### src/rtl/axi_dbg_master.sv
// axi_dbg_master: debug AXI initiator driven by a byte command stream.
//
// Commands (bytes, LSB first):
//   CMD_WR a0 a1 a2 a3 d0 d1 d2 d3 -> single-beat 32-bit write, reply {6'b0,bresp}
//   CMD_RD a0 a1 a2 a3             -> single-beat 32-bit read,  reply r0 r1 r2 r3 {6'b0,rresp}
//   anything else                  -> reply 8'hEE, no AXI traffic
// Optional macro DBG_AUTOINC_EN: opcodes 'w' (8'h77) and 'r' (8'h72) skip the
// address bytes and target last_addr+4 (last_addr = address of the previous
// completed transaction, 0 after reset).
//
// Ports:
//   clk, arst                 clock, async active-low reset
//   rx_data_i/valid_i/ready_o command byte stream in
//   tx_data_o/valid_o/ready_i response byte stream out
//   axi_mosi_o / axi_miso_i   AXI4 master channels (packed structs below)
//   busy_o                    high whenever the FSM is not idle

typedef struct packed {
  logic [3:0]  awid;
  logic [31:0] awaddr;
  logic [7:0]  awlen;
  logic [2:0]  awsize;
  logic [1:0]  awburst;
  logic        awlock;
  logic [3:0]  awcache;
  logic [2:0]  awprot;
  logic [3:0]  awqos;
  logic [3:0]  awregion;
  logic        awvalid;
  logic [31:0] wdata;
  logic [3:0]  wstrb;
  logic        wlast;
  logic        wvalid;
  logic        bready;
  logic [3:0]  arid;
  logic [31:0] araddr;
  logic [7:0]  arlen;
  logic [2:0]  arsize;
  logic [1:0]  arburst;
  logic        arlock;
  logic [3:0]  arcache;
  logic [2:0]  arprot;
  logic [3:0]  arqos;
  logic [3:0]  arregion;
  logic        arvalid;
  logic        rready;
} s_axi_mosi_t;

typedef struct packed {
  logic        awready;
  logic        wready;
  logic [3:0]  bid;
  logic [1:0]  bresp;
  logic        bvalid;
  logic        arready;
  logic [3:0]  rid;
  logic [31:0] rdata;
  logic [1:0]  rresp;
  logic        rlast;
  logic        rvalid;
} s_axi_miso_t;

module axi_dbg_master #(
  parameter int         AXI_ID = 0,
  parameter logic [7:0] CMD_WR = 8'h57,
  parameter logic [7:0] CMD_RD = 8'h52
) (
  input  logic        clk,
  input  logic        arst,
  input  logic [7:0]  rx_data_i,
  input  logic        rx_valid_i,
  output logic        rx_ready_o,
  output logic [7:0]  tx_data_o,
  output logic        tx_valid_o,
  input  logic        tx_ready_i,
  output s_axi_mosi_t axi_mosi_o,
  input  s_axi_miso_t axi_miso_i,
  output logic        busy_o
);

  typedef enum logic [2:0] {IDLE, ADDR, DATA, AW_W, B, AR, R, RESP} state_t;

  state_t      state, state_nxt;
  logic [2:0]  cnt;
  logic [31:0] addr, data;
  logic [1:0]  resp;
  logic        is_wr, is_bad;
  logic        aw_done, w_done;
  logic        live;   // keeps rx_ready_o low while reset is asserted

`ifdef DBG_AUTOINC_EN
  logic [31:0] last_addr;
`endif

  logic rx_fire, tx_fire, aw_fire, w_fire, b_fire, ar_fire, r_fire;
  logic op_wr, op_rd, op_wi, op_ri, op_bad, resp_last;

  assign rx_fire = rx_valid_i && rx_ready_o;
  assign tx_fire = tx_valid_o && tx_ready_i;
  assign aw_fire = axi_mosi_o.awvalid && axi_miso_i.awready;
  assign w_fire  = axi_mosi_o.wvalid  && axi_miso_i.wready;
  assign b_fire  = axi_mosi_o.bready  && axi_miso_i.bvalid;
  assign ar_fire = axi_mosi_o.arvalid && axi_miso_i.arready;
  assign r_fire  = axi_mosi_o.rready  && axi_miso_i.rvalid;

  // IDs and rlast are deliberately ignored
  logic unused_miso;
  assign unused_miso = ^{axi_miso_i.bid, axi_miso_i.rid, axi_miso_i.rlast};

  always_comb begin
    op_wr = (rx_data_i == CMD_WR);
    op_rd = (rx_data_i == CMD_RD);
    op_wi = 1'b0;
    op_ri = 1'b0;
`ifdef DBG_AUTOINC_EN
    op_wi = (rx_data_i == 8'h77);
    op_ri = (rx_data_i == 8'h72);
`endif
    op_bad = !(op_wr || op_rd || op_wi || op_ri);
  end

  // write / error replies are one status byte; reads are 4 data bytes + status
  assign resp_last = (is_wr || is_bad) ? (cnt == 3'd0) : (cnt == 3'd4);

  // state register
  always_ff @(posedge clk or negedge arst) begin
    if (!arst) state <= IDLE;
    else       state <= state_nxt;
  end

  // next-state logic
  always_comb begin
    state_nxt = state;
    case (state)
      IDLE: if (rx_fire) begin
        if (op_wr || op_rd) state_nxt = ADDR;
        else if (op_wi)     state_nxt = DATA;
        else if (op_ri)     state_nxt = AR;
        else                state_nxt = RESP;
      end
      ADDR: if (rx_fire && cnt == 3'd3) state_nxt = is_wr ? DATA : AR;
      DATA: if (rx_fire && cnt == 3'd3) state_nxt = AW_W;
      AW_W: if ((aw_done || aw_fire) && (w_done || w_fire)) state_nxt = B;
      B:    if (b_fire)  state_nxt = RESP;
      AR:   if (ar_fire) state_nxt = R;
      R:    if (r_fire)  state_nxt = RESP;
      RESP: if (tx_fire && resp_last) state_nxt = IDLE;
      default: state_nxt = IDLE;
    endcase
  end

  // datapath
  always_ff @(posedge clk or negedge arst) begin
    if (!arst) begin
      live    <= 1'b0;
      cnt     <= '0;
      addr    <= '0;
      data    <= '0;
      resp    <= '0;
      is_wr   <= 1'b0;
      is_bad  <= 1'b0;
      aw_done <= 1'b0;
      w_done  <= 1'b0;
`ifdef DBG_AUTOINC_EN
      last_addr <= '0;
`endif
    end else begin
      live <= 1'b1;
      // byte counter restarts on every state change
      if (state_nxt != state)       cnt <= '0;
      else if (rx_fire || tx_fire)  cnt <= cnt + 3'd1;
      case (state)
        IDLE: if (rx_fire) begin
          is_wr  <= op_wr || op_wi;
          is_bad <= op_bad;
`ifdef DBG_AUTOINC_EN
          if (op_wi || op_ri) addr <= last_addr + 32'd4;
`endif
        end
        ADDR: if (rx_fire) addr <= {rx_data_i, addr[31:8]};
        DATA: if (rx_fire) data <= {rx_data_i, data[31:8]};
        AW_W: begin
          if (aw_fire) aw_done <= 1'b1;
          if (w_fire)  w_done  <= 1'b1;
        end
        B: begin
          aw_done <= 1'b0;
          w_done  <= 1'b0;
          if (b_fire) begin
            resp <= axi_miso_i.bresp;
`ifdef DBG_AUTOINC_EN
            last_addr <= addr;
`endif
          end
        end
        R: if (r_fire) begin
          data <= axi_miso_i.rdata;
          resp <= axi_miso_i.rresp;
`ifdef DBG_AUTOINC_EN
          last_addr <= addr;
`endif
        end
        default: ;
      endcase
    end
  end

  // outputs (Moore: derived only from registered state)
  always_comb begin
    rx_ready_o = live && (state == IDLE || state == ADDR || state == DATA);
    tx_valid_o = (state == RESP);
    busy_o     = (state != IDLE);
    tx_data_o  = 8'h00;
    if (state == RESP) begin
      if (is_bad)                     tx_data_o = 8'hEE;
      else if (!is_wr && cnt < 3'd4)  tx_data_o = data[{cnt[1:0], 3'b000} +: 8];
      else                            tx_data_o = {6'b0, resp};
    end

    axi_mosi_o          = '0;
    axi_mosi_o.awid     = 4'(AXI_ID);
    axi_mosi_o.awaddr   = addr;
    axi_mosi_o.awsize   = 3'b010;
    axi_mosi_o.awburst  = 2'b01;
    axi_mosi_o.awvalid  = (state == AW_W) && !aw_done;
    axi_mosi_o.wdata    = data;
    axi_mosi_o.wstrb    = 4'hF;
    axi_mosi_o.wlast    = 1'b1;
    axi_mosi_o.wvalid   = (state == AW_W) && !w_done;
    axi_mosi_o.bready   = (state == B);
    axi_mosi_o.arid     = 4'(AXI_ID);
    axi_mosi_o.araddr   = addr;
    axi_mosi_o.arsize   = 3'b010;
    axi_mosi_o.arburst  = 2'b01;
    axi_mosi_o.arvalid  = (state == AR);
    axi_mosi_o.rready   = (state == R);
  end

endmodule

### config.mk
export PLATFORM = sky130hd
export DESIGN_NAME = axi_dbg_master
export DESIGN_NICKNAME = d
export VERILOG_FILES = /design/src/rtl/axi_dbg_master.sv
export SDC_FILE = /design/constraint.sdc
export NUM_CORES = 1
export LEC_CHECK = 0
export CORE_ASPECT_RATIO = 0.75
export CORE_MARGIN = 8
export CORE_UTILIZATION = 40
export DETAILED_ROUTE_END_ITERATION = 10
export HOLD_SLACK_MARGIN = 0.15
export PLACE_DENSITY = 0.89
export SLEW_MARGIN = 20
export SYNTH_ARGS = -nofsm -noshare
export SYNTH_HDL_FRONTEND = slang
export SYNTH_SLANG_ARGS = --single-unit
### constraint.sdc
create_clock -name clk -period 2.11 [get_ports clk]
set_input_delay 0.211 -clock clk [delete_from_list [all_inputs] [get_ports clk]]
set_output_delay 0.211 -clock clk [all_outputs]
set_load 0.01 [all_outputs]
Figure 1. Wiring heat map.
28 x 22 tiles, from black (low) to pale yellow (high), scaled to the fullest tile. Values are wire area over tile area, all layers added.
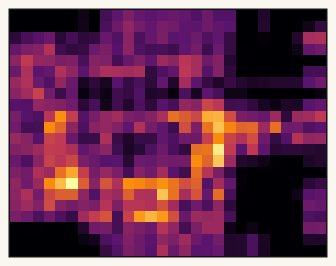
tiles over half the peak: 12%
mean over tiles: 0.14
densest ninth of the die: south
routed vias: 3624
combined global-route utilization of all metal layers: 16.9%
Avg WL per Cell: 18.4 um
total length of routed wires: 13.6 mm

Figure 2. Gate-type map.
Bar = 50 um.
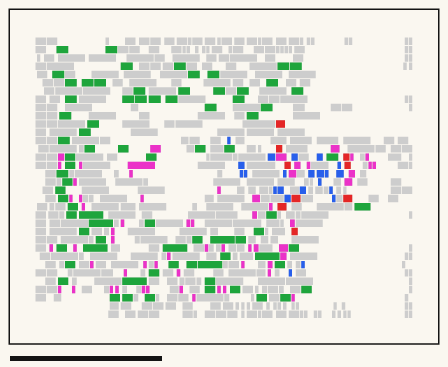
legend:
  green:
    family: mux cells
    cells: 79
  magenta:
    family: nor cells
    cells: 60
  blue:
    family: nand cells
    cells: 22
  red:
    family: and/or cells
    cells: 9
multi-input logic portion of the cell area: 33.3%
Non-Filler Instances: 738

==> summary.log <==
INFO  clock_tree     cts_htree_levels=3
INFO  pwr            design_power_total=9.38mW
INFO  drt            drt-pass1-iter-count=4
INFO  layout         clkCellAreaFrac=4.80%
INFO  clock_tree     cts-buffers-inserted=9
INFO  yosys          post_synth_xor_area_fraction=0.375%
INFO  clock_tree     clkSinkCount=77
INFO  global_route   first_global_vias=3844
INFO  layout         non_clock_inverter_count=8
INFO  pwr            switch_pwr=3.54mW
INFO  layout         lay_top_cells=clkdlybuf4s50_1 (153), dfrtp_1 (75), conb_1 (72)
INFO  critical_path  critPathCaptureType=output pin
INFO  pwr            p_clk_share=16.9%
INFO  yosys          post_synth_main_logic_family=multiplexers
INFO  critical_path  timing.setup.critical_path_class=reg2out
INFO  drt            drt.antenna.violating_nets=0
INFO  outcome        status=finished, final reports clean
INFO  drt            avgViaCountPerCell=4.91
INFO  layout         clkbuf_count=10
INFO  sta            max_slew_margin=64.6%
INFO  sta            setup_viol=0
INFO  sta            worst_pin_slew=527ps
INFO  sta            report.final.slew_viol_count=0
INFO  layout         synth_to_final_area_change=37.7%
INFO  placement      place.detailed.instances=719
INFO  yosys          cells_yosys=449
INFO  pwr            comb_power_share=53.5%
INFO  sta            layout_worst_path_cycle_share=97.9%
INFO  floorplan      die_w=141um
INFO  yosys          yosys.stat.seqShare=41.2%
INFO  sta            rsz0062_at_grt=true
INFO  layout         fraction_of_area_in_registers=30.0%
INFO  global_route   overflow=0
INFO  clock_tree     insertion_delay=330ps
INFO  drt            drc=0
INFO  sta            minimum_setup_slack_in_the_final_design=43.7ps
INFO  placement      hpwlAfterDp=10.4mm
INFO  sta            fmax=484MHz
INFO  pwr            switching_share_of_power=37.7%
INFO  layout         area_dominant_class=multi-input combinational cells
INFO  critical_path  setup.worst_path.start=state[2]$_DFF_PN0_
INFO  clock_tree     clockRootBuffer=clkbuf_16
synth_stat cells, drive strengths merged (3+ instances only):
library cell,number
and2,3
mux4,8
mux2i,37
inv,8
nand4,3
nor2b,6
nor3,4
clkbuf,4
nor3b,3
nand2,14
mux2,34
dfrtp,77
buf,121
nand3b,3
ha,3
nor4bb,3
a21oi,41
nor2,44
o21ai,7
path summary, 6_finish.rpt:
| kind | endpoint |
|---|---|
| worst max register to register | state[0]$_DFF_PN0_ |
| min in group clk | resp[0]$_DFFE_PN0P_ |
| worst max-delay path | busy_o |
| max in group asynchronous | data[15]$_DFFE_PN0P_ |
| worst min register to register | resp[0]$_DFFE_PN0P_ |
| worst min-delay path | data[18]$_DFFE_PN0P_ |
sequential cells by signal, summed over array words and instances, names as in the netlist:
name and flops:
is_bad 1, state 3, live 1, aw_done 1, addr 32, is_wr 1, resp 2, data 32
w_done 1, cnt 3
power groups by stage:
stage / registers [mW] / clock network, mW / logic [mW]
finish: 2.77 / 1.59 / 5.02
detailed placement: 2.78 / 0 / 4.95
global placement: 2.73 / 0 / 4.81
global route: 2.87 / 1.69 / 5.38
CTS: 2.77 / 1.62 / 4.96
floorplan: 2.82 / 0 / 2.67
timing repair:
action,4_1_cts,5_1_grt
setup buffers,2,0
hold buffers,1,0
resized,24,17
setup endpoints to repair,10,16
pin swaps,1,2
hold endpoints to repair,31,0
layer usage:
| layer | up-vias | global-route usage (%) | wire (um) |
|---|---|---|---|
| met1 | 1789 | 19.3 | 5170 |
| met3 | 15 | 6.85 | 1320 |
| met2 | 167 | 29.1 | 6960 |
| met4 | 0 | 4.36 | 151 |
| li1 | 1653 | - | - |
| met5 | - | 0 | 0 |
critical path: stages (launching register included):
cell	delay, ps
dfrtp_2	470
buf_4	200
nor2_1	240
nand2_1	120
clkdlybuf4s50_1	490
Power and IR drop assume default switching activity.
